[src/rtl/flash_page_reader.sv]
// Reads one page of NUMBER/4 words from the on-chip flash Avalon-MM data port
// and hands each word to write_bytes, one outstanding read at a time.
module flash_page_reader #(
    parameter int NUMBER   = 256,
    parameter int FLASH_AW = 17,
    parameter int TIMEOUT  = 1023
) (
    input  logic                       clk,
    input  logic                       reset,
    input  logic                       go,
    input  logic [FLASH_AW-1:0]        flash_base,
    output logic                       busy,
    output logic                       finished,
    output logic                       error,
    output logic [FLASH_AW-1:0]        avm_address,
    output logic                       avm_read,
    input  logic                       avm_waitrequest,
    input  logic [31:0]                avm_readdata,
    input  logic                       avm_readdatavalid,
    output logic                       wb_start,
    output logic [$clog2(NUMBER)-1:0]  wb_addr,
    output logic [31:0]                wb_word,
    input  logic                       wb_done
);
    localparam int WORDS  = NUMBER / 4;
    localparam int IDX_W  = (WORDS > 1) ? $clog2(WORDS) : 1;
    localparam int ADDR_W = $clog2(NUMBER);
    localparam int TCNT_W = $clog2(TIMEOUT + 1);
    localparam logic [IDX_W-1:0]  LAST_IDX  = IDX_W'(WORDS - 1);
    localparam logic [TCNT_W-1:0] TCNT_LAST = TCNT_W'(TIMEOUT - 1);

    typedef enum logic [2:0] {
        IDLE, RD_REQ, RD_WAIT, WB_START, WB_ARM, WB_WAIT, FINISH
    } state_t;

    state_t              state_reg, state_next;
    logic [FLASH_AW-1:0] base_reg, base_next;
    logic [IDX_W-1:0]    idx_reg, idx_next;
    logic [TCNT_W-1:0]   tcnt_reg, tcnt_next;
    logic                err_reg, err_next;
    logic [31:0]         word_reg, word_next;
    logic [IDX_W+1:0]    byte_addr;

    always_ff @(posedge clk or posedge reset) begin
        if (reset) begin
            state_reg <= IDLE;
            base_reg  <= '0;
            idx_reg   <= '0;
            tcnt_reg  <= '0;
            err_reg   <= 1'b0;
            word_reg  <= '0;
        end else begin
            state_reg <= state_next;
            base_reg  <= base_next;
            idx_reg   <= idx_next;
            tcnt_reg  <= tcnt_next;
            err_reg   <= err_next;
            word_reg  <= word_next;
        end
    end

    always_comb begin
        state_next = state_reg;
        base_next  = base_reg;
        idx_next   = idx_reg;
        tcnt_next  = tcnt_reg;
        err_next   = err_reg;
        word_next  = word_reg;
        busy       = (state_reg != IDLE);
        avm_read   = (state_reg == RD_REQ);
        wb_start   = (state_reg == WB_START);
        finished   = (state_reg == FINISH);
        case (state_reg)
            IDLE: begin
                if (go) begin
                    base_next  = flash_base;
                    idx_next   = '0;
                    err_next   = 1'b0;
                    state_next = RD_REQ;
                end
            end
            RD_REQ: begin
                tcnt_next = '0;
                if (!avm_waitrequest) state_next = RD_WAIT;
            end
            RD_WAIT: begin
                if (avm_readdatavalid) begin
                    word_next  = avm_readdata;
                    state_next = WB_START;
                end else if (tcnt_reg == TCNT_LAST) begin
                    err_next   = 1'b1;
                    state_next = IDLE;
                end else begin
                    tcnt_next = tcnt_reg + 1'b1;
                end
            end
            WB_START: state_next = WB_ARM;
            // wb_done may still be high from the previous word here
            WB_ARM:   state_next = WB_WAIT;
            WB_WAIT: begin
                if (wb_done) begin
                    if (idx_reg == LAST_IDX) begin
                        state_next = FINISH;
                    end else begin
                        idx_next   = idx_reg + 1'b1;
                        state_next = RD_REQ;
                    end
                end
            end
            FINISH:  state_next = IDLE;
            default: state_next = IDLE;
        endcase
    end

    assign avm_address = base_reg + FLASH_AW'(idx_reg);
    assign byte_addr   = {idx_reg, 2'b00};
    assign wb_addr     = byte_addr[ADDR_W-1:0];
    assign wb_word     = word_reg;
    assign error       = err_reg;
endmodule

[config.mk]
export PLATFORM = sky130hd
export DESIGN_NAME = flash_page_reader
export DESIGN_NICKNAME = d
export VERILOG_FILES = /design/src/rtl/flash_page_reader.sv
export SDC_FILE = /design/constraint.sdc
export NUM_CORES = 1
export LEC_CHECK = 0
export ABC_AREA = 1
export CELL_PAD_IN_SITES_DETAIL_PLACEMENT = 2
export CELL_PAD_IN_SITES_GLOBAL_PLACEMENT = 2
export CORE_AREA = 2 2 86 171
export DETAILED_ROUTE_END_ITERATION = 10
export DIE_AREA = 0 0 88 173
export GPL_TIMING_DRIVEN = 0
export MAX_ROUTING_LAYER = met4
export PLACE_DENSITY = 0.85
export SLEW_MARGIN = 20
export SYNTH_ARGS = -nofsm -noshare
export SYNTH_HDL_FRONTEND = slang
export SYNTH_SLANG_ARGS = --single-unit
[constraint.sdc]
create_clock -name clk -period 5.35 [get_ports clk]
set_input_delay 1.605 -clock clk [delete_from_list [all_inputs] [get_ports clk]]
set_output_delay 1.605 -clock clk [all_outputs]
set_load 0.01 [all_outputs]
### Pin map

Pins as bars across the die edge, other pins in grey.
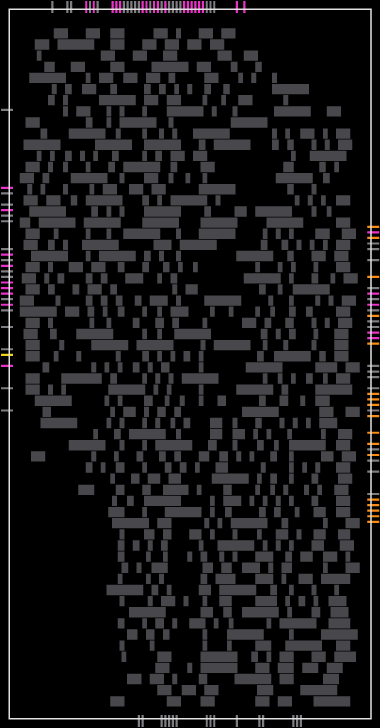
| port | colour | pins | direction | edge |
|---|---|---|---|---|
| wb_word | magenta | 32 | output | 18 top, 9 left, 5 right |
| avm_address | orange | 17 | output | right |
| avm_readdatavalid | yellow | 1 | input | left |
port bufs: 113
DIE WIDTH: 88 um

### Signal wires by layer

Only two layers are drawn.
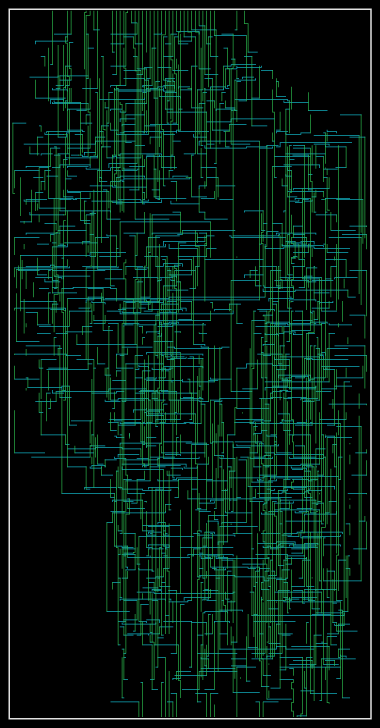
| layer | colour | wire length |
|---|---|---|
| metal 1 | cyan | 4,830 um |
| metal 2 | green | 8,650 um |
DR vias: 3,807
Tot GR Track Use: 20.1%
Total Wirelength: 14,200 um
drt wl/cell: 17.5 um

==> run summary <==
status: complete, no violations
post-CTS setup buffer count: 0
Post-synth area hogs: dfrtp_1, nand2_1, nand3_1, inv_1, nor2_1
Syn. warnings: 0
initial antenna violation count: 0
worst vdd ir: 0.216 mV
largest net degree at the start of global routing: 44
first-pass GRT wire length: 23,000 um
cell count after synthesis: 489
design area: 0.00554 mm^2
share of cells above drive strength 1: 11.9%
most common logic cells in the final layout: nand2_1, clkdlybuf4s50_1, nand3_1, dfrtp_1
CP required: 3.74 ns
clk sinks: 69
Post-DP Area: 0.00525 mm^2
fmax: 215 MHz
routed vias/inst: 4.71
min-delay worst type: reg -> reg
ys cells: 489
Slew Viols, Final: 0
clk_skew: 0.0136 ns
GRT Residual Overflow: 0
RSZ-0062 raised after global routing: no
clock group share of total power: 20.9%
Switching Fraction: 39.5%
Simple Share, Synth: 33.8%
maximum buffer depth of the clock tree: 2
ys flops: 69
Crit. End Element: output pin
FP Util: 27.9%
post-synthesis cell area: 0.00385 mm^2
Synth Seq Share: 44.8%
switching pwr: 0.00108 W
drt first pass iters: 4
pre-CTS WS: 1.08 ns
slew at the pin closest to its max-slew limit: 0.867 ns
synth cell count leaders: nand2_1, dfrtp_1, nand3_1
Row Count: 61
Unique masters post-synth: 37
Iter 0 DRT Violations: 112
number of max-cap violations: 0
placer congestion estimate: 0.848
hold buffers post-CTS: 0
CTS buffer count: 9
Max-slew headroom: 41.6%
final worst-path cycle share: 86.8%
syn_area_per_cell: 7.88 um^2
post-CTS resize count: 0
P_int: 0.00166 W
DRC: 0
Root Driver: clkbuf_16
xor/xnor share: 2.27%
count leader, synth: nand2_1
Critical Path AT: 3.04 ns
clk latency late pin: 0.34 ns
# nets final: 680
adder share: 3.44%
min Tclk post-route: 4.64 ns
Final Worst Setup Slack: 0.707 ns
HPWL Detailed: 11,300 um
most used cell, CP: nand2_1
Gate power share: 47.0%
kind of critical path: reg -> out
CP Max Fanout: 6
sequential power share: 32.1%
### Gate families picked out

Scale bar: 20 um.
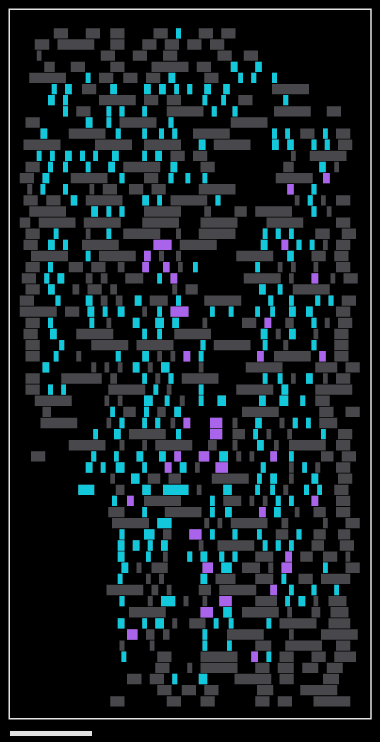
| family | colour | cells | most used |
|---|---|---|---|
| nand cells | cyan | 248 | nand2_1 |
| aoi and oai cells | purple | 34 | a21oi_1 |
Commonest Layout Cell: nand2_1
logic share of the area: 33.7%
Cell Count, Final, Fillers Out: 809

### Sequential cells grouped by signal name

Scale bar: 20 um.
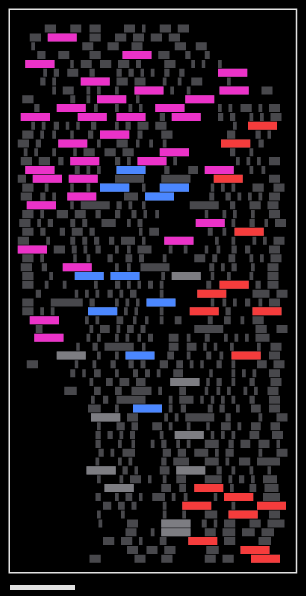
| signal | colour | sequential cells |
|---|---|---|
| base_reg | red | 17 |
| wb_word | magenta | 32 |
| tcnt_reg | blue | 10 |
register area: 0.00173 mm^2
Flop+latch power: 0.000879 W

==> final timing paths <==
check	from	endpoint	slack, ns	cells past startpoint
max	idx_reg[0]	avm_address[16]	0.71	10
min	wb_word[0]	wb_word[0]	0.47	2
max reg2reg	tcnt_reg[0]	tcnt_reg[4]	3.67	9
min reg2reg	wb_word[0]	wb_word[0]	0.47	2
max in group asynchronous	reset	state_reg[2]	3.17	3
min in group asynchronous	reset	wb_word[20]	1.62	2
==> power by group through the flow <==
stage	combinational, W	clock, W	sequential (W)
floorplan	0.000618	0	0.000900
global placement	0.00125	0	0.000877
detailed placement	0.00130	0	0.000889
CTS	0.00132	0.000595	0.000882
global route	0.00142	0.000615	0.000907
finish	0.00129	0.000574	0.000879
==> logic make-up after synthesis <==
logic type	after synthesis
compound gates	34
flops	69
simple gates	296
buf+inv	60
xor+xnor	10
fa+ha+maj	10
other cells	1
mux	9
==> routing by layer <==
layer	routed length (um)	part of all wire, %	GRT usage [%]
met2	8650	61	39.0
met1	4830	34	19.4
met4	321	2.3	6.15
met3	377	2.7	2.96
met5	0	0	-
==> through the flow <==
step | total power [W] | utilization, %
5_1_grt | 0.00295 | 40.1
6_report | 0.00274 | 40.1
3_5_place_dp | 0.00219 | 38.0
3_3_place_gp | 0.00213 | 37.8
2_1_floorplan | 0.00152 | -
4_1_cts | 0.00279 | 40.1
==> worst max-delay path, delay by kind of cell, from the launching register on <==
kind	cells	cell delay (ns)
buffers and inverters	1	0.55
adders and majority gates	2	0.76
DFF	1	0.48
and+or+nand+nor	6	0.61
AOI/OAI and AO/OA	1	0.32
==> layout make-up <==
class                      count  area [um^2]
buffer                        16         98.8
multi-input combinational    361         1870
sequential                    69         1730
fill                        1570         8280
clock buffer                  10          239
clock inverter                 6         45.0
tap                          189          236
inverter                      44          168
timing repair buffer         114         1160
Power figures rest on the tool's default switching activity, not on a simulated workload.
